===== src/rtl/daq_packetizer_gen_pkg.sv =====
// daq_packetizer_gen_pkg
//   Shared types and defaults for the parametrised AD7606-style packetizer.
//   - pkt_state_t : packetizer FSM states
//   - rd_phase_t  : read-strobe timer phases
//   - idx_w()     : index width helper that never returns 0 (safe for N=1)
package daq_packetizer_gen_pkg;

  localparam int unsigned DW_DEFAULT       = 16;
  localparam logic [15:0] PREAMBLE_DEFAULT = 16'hAAAA;

  typedef enum logic [3:0] {
    S_IDLE,
    S_BUSY_HI,
    S_BUSY_LO,
    S_HDR_PRE,
    S_HDR_CNT,
    S_CS_SETUP,
    S_RD_WAIT,
    S_LAST_RISE,
    S_CS_GAP,
    S_CKSUM
  } pkt_state_t;

  typedef enum logic [1:0] {
    P_IDLE,
    P_LO,
    P_HI
  } rd_phase_t;

  function automatic int unsigned idx_w(input int unsigned n);
    return (n <= 1) ? 1 : $clog2(n);
  endfunction

endpackage


===== src/rtl/daq_packetizer_gen_if.sv =====
// daq_packetizer_gen_if
//   Write-side connection between the packetizer and the downstream FIFO.
//   fifo_wr_o   : 1-cycle write strobe (packetizer -> FIFO)
//   fifo_data_o : write data, valid with fifo_wr_o (packetizer -> FIFO)
//   fifo_afull_i: FIFO cannot take a full packet (FIFO -> packetizer)
interface daq_packetizer_gen_if #(
  parameter int unsigned DW = 16
);
  logic          fifo_wr_o;
  logic [DW-1:0] fifo_data_o;
  logic          fifo_afull_i;

  modport master (
    output fifo_wr_o,
    output fifo_data_o,
    input  fifo_afull_i
  );

  modport slave (
    input  fifo_wr_o,
    input  fifo_data_o,
    output fifo_afull_i
  );
endinterface


===== src/rtl/daq_packetizer_gen_rd_strobe.sv =====
// daq_rd_strobe
//   Generates the shared active-low ADC read strobe for one word per start.
//   rd_n_o is held low RD_LO_CYC cycles, then high RD_HI_CYC cycles.
//   clk_i, reset_n_i : clock, async active-low reset
//   start_i          : request a word; accepted when idle_o or done_o
//   rd_n_o           : read strobe (registered)
//   sample_o         : high during the last low cycle (capture db at its end)
//   done_o           : high during the last high cycle
//   idle_o           : no word in progress
module daq_rd_strobe
  import daq_packetizer_gen_pkg::*;
#(
  parameter int unsigned RD_LO_CYC = 4,
  parameter int unsigned RD_HI_CYC = 2
) (
  input  logic clk_i,
  input  logic reset_n_i,
  input  logic start_i,
  output logic rd_n_o,
  output logic sample_o,
  output logic done_o,
  output logic idle_o
);

  localparam int unsigned CNT_MAX = (RD_LO_CYC > RD_HI_CYC) ? RD_LO_CYC : RD_HI_CYC;
  localparam int unsigned CNT_W   = idx_w(CNT_MAX);

  rd_phase_t        phase_q;
  logic [CNT_W-1:0] cnt_q;

  assign sample_o = (phase_q == P_LO) && (cnt_q == '0);
  assign done_o   = (phase_q == P_HI) && (cnt_q == '0);
  assign idle_o   = (phase_q == P_IDLE);

  always_ff @(posedge clk_i or negedge reset_n_i) begin
    if (!reset_n_i) begin
      phase_q <= P_IDLE;
      cnt_q   <= '0;
      rd_n_o  <= 1'b1;
    end else begin
      case (phase_q)
        P_IDLE: begin
          if (start_i) begin
            phase_q <= P_LO;
            cnt_q   <= CNT_W'(RD_LO_CYC - 1);
            rd_n_o  <= 1'b0;
          end
        end
        P_LO: begin
          if (cnt_q == '0) begin
            phase_q <= P_HI;
            cnt_q   <= CNT_W'(RD_HI_CYC - 1);
            rd_n_o  <= 1'b1;
          end else begin
            cnt_q <= cnt_q - 1'b1;
          end
        end
        P_HI: begin
          if (cnt_q == '0) begin
            // Chaining straight into the next low phase keeps the high time
            // at exactly RD_HI_CYC between back-to-back words.
            if (start_i) begin
              phase_q <= P_LO;
              cnt_q   <= CNT_W'(RD_LO_CYC - 1);
              rd_n_o  <= 1'b0;
            end else begin
              phase_q <= P_IDLE;
            end
          end else begin
            cnt_q <= cnt_q - 1'b1;
          end
        end
        default: begin
          phase_q <= P_IDLE;
          rd_n_o  <= 1'b1;
        end
      endcase
    end
  end

endmodule


===== src/rtl/daq_packetizer_gen.sv =====
// daq_packetizer_gen
//   Reads a masked subset of DAQCOUNT parallel-bus ADCs (CHANS words each)
//   after every conversion and writes a framed packet to the FIFO:
//   PREAMBLE, packet count, data words (device/channel order), checksum.
//   clk_i, reset_n_i  : clock, async active-low reset
//   en_i, conv_start_i: conversion accept enable, CONVST pulse
//   busy_i, db_i      : shared ADC BUSY and data bus
//   daq_mask_i        : device include mask, latched at conversion start
//   cs_n_o, rd_n_o    : per-device chip selects, shared read strobe
//   fifo              : FIFO write port (wr strobe, data, almost-full)
//   pkt_count_o       : packets emitted (wraps)
//   drop_count_o      : packets dropped for almost-full (saturates)
//   overrun_o         : sticky, conversion seen while busy
//   busy_to_o         : sticky, BUSY rise/fall timeout
//   active_o          : packetizer not idle
module daq_packetizer_gen
  import daq_packetizer_gen_pkg::*;
#(
  parameter int unsigned   DAQCOUNT  = 8,
  parameter int unsigned   CHANS     = 8,
  parameter int unsigned   DW        = DW_DEFAULT,
  parameter int unsigned   RD_LO_CYC = 4,
  parameter int unsigned   RD_HI_CYC = 2,
  parameter int unsigned   BUSY_TO   = 4096,
  parameter logic [DW-1:0] PREAMBLE  = DW'(PREAMBLE_DEFAULT)
) (
  input  logic                clk_i,
  input  logic                reset_n_i,
  input  logic                en_i,
  input  logic                conv_start_i,
  input  logic                busy_i,
  input  logic [DW-1:0]       db_i,
  input  logic [DAQCOUNT-1:0] daq_mask_i,
  output logic [DAQCOUNT-1:0] cs_n_o,
  output logic                rd_n_o,
  daq_packetizer_gen_if.master fifo,
  output logic [15:0]         pkt_count_o,
  output logic [15:0]         drop_count_o,
  output logic                overrun_o,
  output logic                busy_to_o,
  output logic                active_o
);

  localparam int unsigned DEV_W  = idx_w(DAQCOUNT);
  localparam int unsigned WORD_W = idx_w(CHANS);
  localparam int unsigned TMR_W  = idx_w(BUSY_TO);

  pkt_state_t          state_q;
  logic [DAQCOUNT-1:0] mask_q;
  logic [DEV_W-1:0]    dev_q;
  logic [WORD_W-1:0]   word_q;
  logic [TMR_W-1:0]    timer_q;
  logic [DW-1:0]       cksum_q;

  logic                rd_start, rd_sample, rd_done, rd_idle, rd_ready;
  logic                first_vld, nxt_vld;
  logic [DEV_W-1:0]    first_dev, nxt_dev;
  logic                timer_exp;

  assign rd_start  = (state_q == S_CS_SETUP);
  assign rd_ready  = rd_idle | rd_done;
  assign timer_exp = (timer_q == TMR_W'(BUSY_TO - 1));

  daq_rd_strobe #(
    .RD_LO_CYC (RD_LO_CYC),
    .RD_HI_CYC (RD_HI_CYC)
  ) u_rd_strobe (
    .clk_i     (clk_i),
    .reset_n_i (reset_n_i),
    .start_i   (rd_start),
    .rd_n_o    (rd_n_o),
    .sample_o  (rd_sample),
    .done_o    (rd_done),
    .idle_o    (rd_idle)
  );

  // Lowest included device overall, and lowest included device above dev_q.
  // Scanning from the top down lets the lowest match overwrite the others.
  always_comb begin
    first_vld = 1'b0;
    first_dev = '0;
    nxt_vld   = 1'b0;
    nxt_dev   = '0;
    for (int unsigned i = 0; i < DAQCOUNT; i++) begin
      if (mask_q[DAQCOUNT-1-i]) begin
        first_vld = 1'b1;
        first_dev = DEV_W'(DAQCOUNT - 1 - i);
        if ((DAQCOUNT - 1 - i) > 32'(dev_q)) begin
          nxt_vld = 1'b1;
          nxt_dev = DEV_W'(DAQCOUNT - 1 - i);
        end
      end
    end
  end

  always_ff @(posedge clk_i or negedge reset_n_i) begin
    if (!reset_n_i) begin
      state_q          <= S_IDLE;
      mask_q           <= '0;
      dev_q            <= '0;
      word_q           <= '0;
      timer_q          <= '0;
      cksum_q          <= '0;
      cs_n_o           <= '1;
      fifo.fifo_wr_o   <= 1'b0;
      fifo.fifo_data_o <= '0;
      pkt_count_o      <= '0;
      drop_count_o     <= '0;
      overrun_o        <= 1'b0;
      busy_to_o        <= 1'b0;
      active_o         <= 1'b0;
    end else begin
      fifo.fifo_wr_o <= 1'b0;
      if (conv_start_i && (state_q != S_IDLE)) begin
        overrun_o <= 1'b1;
      end

      case (state_q)
        S_IDLE: begin
          if (conv_start_i && en_i) begin
            mask_q   <= daq_mask_i;
            timer_q  <= '0;
            active_o <= 1'b1;
            state_q  <= S_BUSY_HI;
          end
        end

        S_BUSY_HI: begin
          if (busy_i) begin
            timer_q <= '0;
            state_q <= S_BUSY_LO;
          end else if (timer_exp) begin
            busy_to_o <= 1'b1;
            active_o  <= 1'b0;
            state_q   <= S_IDLE;
          end else begin
            timer_q <= timer_q + 1'b1;
          end
        end

        S_BUSY_LO: begin
          if (!busy_i) begin
            if (fifo.fifo_afull_i) begin
              if (drop_count_o != 16'hFFFF) begin
                drop_count_o <= drop_count_o + 1'b1;
              end
              active_o <= 1'b0;
              state_q  <= S_IDLE;
            end else begin
              fifo.fifo_wr_o   <= 1'b1;
              fifo.fifo_data_o <= PREAMBLE;
              state_q          <= S_HDR_PRE;
            end
          end else if (timer_exp) begin
            busy_to_o <= 1'b1;
            active_o  <= 1'b0;
            state_q   <= S_IDLE;
          end else begin
            timer_q <= timer_q + 1'b1;
          end
        end

        S_HDR_PRE: begin
          fifo.fifo_wr_o   <= 1'b1;
          fifo.fifo_data_o <= DW'(pkt_count_o);
          cksum_q          <= DW'(pkt_count_o);
          state_q          <= S_HDR_CNT;
        end

        S_HDR_CNT: begin
          word_q <= '0;
          if (first_vld) begin
            dev_q   <= first_dev;
            cs_n_o  <= ~(DAQCOUNT'(1) << first_dev);
            state_q <= S_CS_SETUP;
          end else begin
            fifo.fifo_wr_o   <= 1'b1;
            fifo.fifo_data_o <= cksum_q;
            state_q          <= S_CKSUM;
          end
        end

        // rd_start is asserted here; the strobe accepts it once ready.
        S_CS_SETUP: begin
          if (rd_ready) begin
            state_q <= S_RD_WAIT;
          end
        end

        S_RD_WAIT: begin
          if (rd_sample) begin
            fifo.fifo_wr_o   <= 1'b1;
            fifo.fifo_data_o <= db_i;
            cksum_q          <= cksum_q + db_i;
            if (word_q == WORD_W'(CHANS - 1)) begin
              state_q <= S_LAST_RISE;
            end else begin
              word_q  <= word_q + 1'b1;
              state_q <= S_CS_SETUP;
            end
          end
        end

        // First cycle with rd_n high after the device's last word.
        S_LAST_RISE: begin
          cs_n_o  <= '1;
          state_q <= S_CS_GAP;
        end

        S_CS_GAP: begin
          word_q <= '0;
          if (nxt_vld) begin
            dev_q   <= nxt_dev;
            cs_n_o  <= ~(DAQCOUNT'(1) << nxt_dev);
            state_q <= S_CS_SETUP;
          end else begin
            fifo.fifo_wr_o   <= 1'b1;
            fifo.fifo_data_o <= cksum_q;
            state_q          <= S_CKSUM;
          end
        end

        S_CKSUM: begin
          pkt_count_o <= pkt_count_o + 1'b1;
          active_o    <= 1'b0;
          state_q     <= S_IDLE;
        end

        default: begin
          cs_n_o   <= '1;
          active_o <= 1'b0;
          state_q  <= S_IDLE;
        end
      endcase
    end
  end

endmodule


===== src/flat_wrapper.sv =====
// flat-port wrapper written by rule: the top's interface ports become plain ports
module daq_packetizer_gen_flat import daq_packetizer_gen_pkg::*;
#(
  parameter int unsigned   DAQCOUNT  = 8,
  parameter int unsigned   CHANS     = 8,
  parameter int unsigned   DW        = DW_DEFAULT,
  parameter int unsigned   RD_LO_CYC = 4,
  parameter int unsigned   RD_HI_CYC = 2,
  parameter int unsigned   BUSY_TO   = 4096,
  parameter logic [DW-1:0] PREAMBLE  = DW'(PREAMBLE_DEFAULT)
)
  (clk_i, reset_n_i, en_i, conv_start_i, busy_i, db_i, daq_mask_i, cs_n_o, rd_n_o, pkt_count_o, drop_count_o, overrun_o, busy_to_o, active_o, fifo_fifo_wr_o, fifo_fifo_data_o, fifo_fifo_afull_i);
  daq_packetizer_gen_if #(.DW(DW)) fifo_i ();
  input  logic clk_i;
  input  logic reset_n_i;
  input  logic en_i;
  input  logic conv_start_i;
  input  logic busy_i;
  input  logic [DW-1:0] db_i;
  input  logic [DAQCOUNT-1:0] daq_mask_i;
  output logic [DAQCOUNT-1:0] cs_n_o;
  output logic rd_n_o;
  output logic [15:0] pkt_count_o;
  output logic [15:0] drop_count_o;
  output logic overrun_o;
  output logic busy_to_o;
  output logic active_o;
  output wire logic [$bits(fifo_i.fifo_wr_o)-1:0] fifo_fifo_wr_o;
  output wire logic [$bits(fifo_i.fifo_data_o)-1:0] fifo_fifo_data_o;
  input wire logic [$bits(fifo_i.fifo_afull_i)-1:0] fifo_fifo_afull_i;
  assign fifo_fifo_wr_o = fifo_i.fifo_wr_o;
  assign fifo_fifo_data_o = fifo_i.fifo_data_o;
  assign fifo_i.fifo_afull_i = fifo_fifo_afull_i;
  daq_packetizer_gen #(.DAQCOUNT(DAQCOUNT), .CHANS(CHANS), .DW(DW), .RD_LO_CYC(RD_LO_CYC), .RD_HI_CYC(RD_HI_CYC), .BUSY_TO(BUSY_TO), .PREAMBLE(PREAMBLE)) u_core (.clk_i(clk_i), .reset_n_i(reset_n_i), .en_i(en_i), .conv_start_i(conv_start_i), .busy_i(busy_i), .db_i(db_i), .daq_mask_i(daq_mask_i), .cs_n_o(cs_n_o), .rd_n_o(rd_n_o), .fifo(fifo_i), .pkt_count_o(pkt_count_o), .drop_count_o(drop_count_o), .overrun_o(overrun_o), .busy_to_o(busy_to_o), .active_o(active_o));
endmodule

===== config.mk =====
export PLATFORM = sky130hd
export DESIGN_NAME = daq_packetizer_gen_flat
export DESIGN_NICKNAME = d
export VERILOG_FILES = /design/src/rtl/daq_packetizer_gen_pkg.sv /design/src/rtl/daq_packetizer_gen_if.sv /design/src/rtl/daq_packetizer_gen_rd_strobe.sv /design/src/rtl/daq_packetizer_gen.sv /design/src/flat_wrapper.sv
export SDC_FILE = /design/constraint.sdc
export NUM_CORES = 1
export LEC_CHECK = 0
export CAP_MARGIN = 40
export CELL_PAD_IN_SITES_DETAIL_PLACEMENT = 0
export CELL_PAD_IN_SITES_GLOBAL_PLACEMENT = 1
export CORE_MARGIN = 3
export CORE_UTILIZATION = 43
export DETAILED_ROUTE_END_ITERATION = 10
export PLACE_DENSITY_LB_ADDON = 0.1
export SYNTH_ARGS = -nofsm -noshare
export SYNTH_HDL_FRONTEND = slang
export SYNTH_SLANG_ARGS = --single-unit

===== constraint.sdc =====
create_clock -name clk_i -period 2.7 [get_ports clk_i]
set_clock_uncertainty 0.15 [all_clocks]
set_input_delay 0.54 -clock clk_i [delete_from_list [all_inputs] [get_ports clk_i]]
set_output_delay 0.54 -clock clk_i [all_outputs]
set_load 0.03 [all_outputs]

ff_map.png
Bar = 50 um. Other sequential cells in the stronger grey, the rest of the logic in the fainter grey.
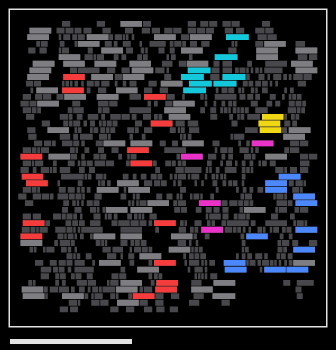
[blue] `u_core.timer_q` | flops: 12
[red] `u_core.fifo.fifo_data_o` | flops: 16
[cyan] `u_core.cs_n_o` | flops: 8
[yellow] `u_core.dev_q` | flops: 3
[magenta] `u_core.state_q` | flops: 4
Seq. cell area: 2790 um2
Layout Utilization: 56.2%

==> deck_impl_summary.md <==
Run Summary

Status
  • Status: completed

Die
  • # rows: 44
  • Floorplan utilization: 44.6%
  • Die ar.: 16800 um2
  • Tapcells: 184
  • I/O Pins: 91

Worst setup path
  • CP Max Fanout: 3
  • Reg-to-Reg Start: u_core.cksum_q[0]
  • Reg2reg end: u_core.cksum_q[14]
  • CP Class: primary input to register
  • CP top delay family: AND-OR/OR-AND gates
  • Critical-path cell list: clkdlybuf4s50_1 > ha_2 > inv_1 > fa_2 > nor2b_2 > o31a_1 > o311ai_4 > a311oi_2 > a211oi_2 > xor2_1 > a21oi_1
  • Worst setup path startpoint: db_i[0]
  • Buf/Inv on CP: 2
  • CP max stage delay: 0.43 ns
  • CP max-delay cell: clkdlybuf4s50_1
  • Crit path DAT: 2.72 ns

Yosys
  • Register bit count reported by yosys: 111
  • Mapped Nets: 760
  • Synth cell types: 73
  • Yosys Instances: 705
  • Register area share after synthesis: 42.5%
  • Yosys stat area: 6560 um2
  • Post-Synthesis Cells: 705
  • Synth Warn #: 0
  • Flip-flops with a built-in enable: 0
  • Async SR Flop Fraction: 100%
  • Synth cell count leaders: dfrtp_1 (102), a21oi_1 (74), nand2_1 (71), nor2_1 (66), o21ai_0 (41)
  • Cell area leaders: dfrtp_1 (39%), a21oi_1 (5.6%), ha_1 (4.6%)
  • Main synth FF type: dfrtp_1
  • Mapped cell area: 6560 um2
  • Max-area cell share: 38.9%
  • Post-synth top area cell: dfrtp_1

Cells and area
  • Number of fillers in the final layout: 1362
  • Invs w/o clock: 20
  • Ant. Diodes: 0
  • Area of the multi-input gates: 3570 um2
  • Fraction of area in registers: 33.8%
  • Non-clk buf share: 15.7%
  • Non-filler instance count after layout: 1017
  • Final net count: 883
  • Largest cell class: logic gates
  • Num sequential: 111
  • ClkCell Share: 3.56%
  • Finished Cell Area: 8260 um2
  • Nonclk buf count: 140
  • Clk_buf instances: 11

Clocking
  • CTS tree: yes
  • CTS sink cnt: 111
  • Clock-pin slew on the worst setup and hold paths: 0.07 ns
  • Resized cells post-CTS: 2
  • Root Driver: clkbuf_16
  • CTS Buf Count: 9
  • CTS H-tree lvls: 3

Pwr
  • Max VDD drop: 0.000468 V

Drt
  • Initial DRC Count: 392
  • Post-Route WL: 17200 um
  • Wirelength per Cell: 16.9 um
  • DRC: 0
  • DR pass1 iterations: 9
  • Vias: 5738
  • Antenna-violating nets left: 0
  • Via density: 5.64

STA
  • Tmin final: 2.63 ns
  • RSZ-0062 raised after global routing: yes
  • Worst-Margin Slew: 0.646 ns
  • Max Fclk: 380 MHz
  • Final setup fails: 0
  • Setup ws final: 0.0710 ns
  • Hold slack final: 0.0260 ns
  • Relative slew slack: 56.6%
  • Setup TNS: 0 ns

Global route
  • Total grt overflow: 0
  • First-pass GRT wire length: 28500 um
  • Largest net degree at the start of global routing: 71
  • GRT Overall Usage: 21.2%
  • Vias in the first global route: 5725

Placement
  • Port Buf Inserts: 90
  • Placer Congestion: 0.877
  • Placed cell area: 7940 um2

Job
  • Max-cap violations: 0
clock_wires.png
Bar = 50 um.
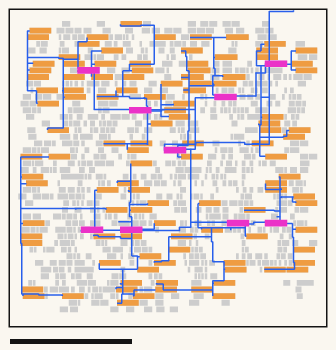
[magenta] clock-net drivers | count: 9
[orange] flip-flops | count: 111
[blue] clock wires | length: 1380 um
flops lie: all over the die
routed clock nets: 10
Clk pwr share: 15.6%
clk pwr: 0.00130 W
clk latency late pin: 0.36 ns

## how the worst max path moves through the flow
stage / slack [ns] / depth (start not counted) / endpoint
3_3_place_gp: -0.38 / 11 / u_core.cksum_q[14]
3_5_place_dp: -0.42 / 11 / u_core.cksum_q[14]
5_1_grt: -0.04 / 11 / u_core.cksum_q[14]
4_1_cts: 0.01 / 11 / u_core.cksum_q[14]
6_report: 0.07 / 11 / u_core.cksum_q[14]
2_1_floorplan: 0.20 / 10 / u_core.cksum_q[14]
## logic make-up (layout without fill, tap and decap cells)
family                   count (synthesis)  after routing  synth area share [%]
AND-OR/OR-AND                          207            207                  20.6
XOR/XNOR                                46             46                  6.15
adder cells (fa/ha/maj)                 25             25                  4.89
buffers and inverters                   48            176                  3.42
flip-flops                             111            111                  42.5
multiplexers                            16             16                  2.88
AND/OR/NAND/NOR                        252            252                  19.6
## sequential cells by signal (all words and copies together), names as in the netlist, 2 cells and up
signal                      count
u_core.mask_q                   8
u_core.dev_q                    3
u_core.state_q                  4
u_core.u_rd_strobe.cnt_q        2
u_core.fifo.fifo_data_o        16
u_core.cs_n_o                   8
u_core.u_rd_strobe.phase_q      2
u_core.word_q                   3
u_core.timer_q                 12
u_core.pkt_count_o             16
u_core.cksum_q                 16
u_core.drop_count_o            16
## per-layer routing
metal | up-vias | track usage, % | part of all wire (%)
met5 | - | 0 | 0
met4 | 0 | 4.28 | 0.98
met3 | 14 | 4.45 | 4.7
met2 | 121 | 36.8 | 50
met1 | 2800 | 27.5 | 45
li1 | 2803 | - | -
## power breakdown
part           leakage [nW]  internal [W]  switching, W
Sequential             1.40       0.00221      0.000547
Combinational          1.99       0.00192       0.00237
Clock                 0.138      0.000683      0.000619
Total                  3.53       0.00482       0.00354
Power and IR drop assume default switching activity.
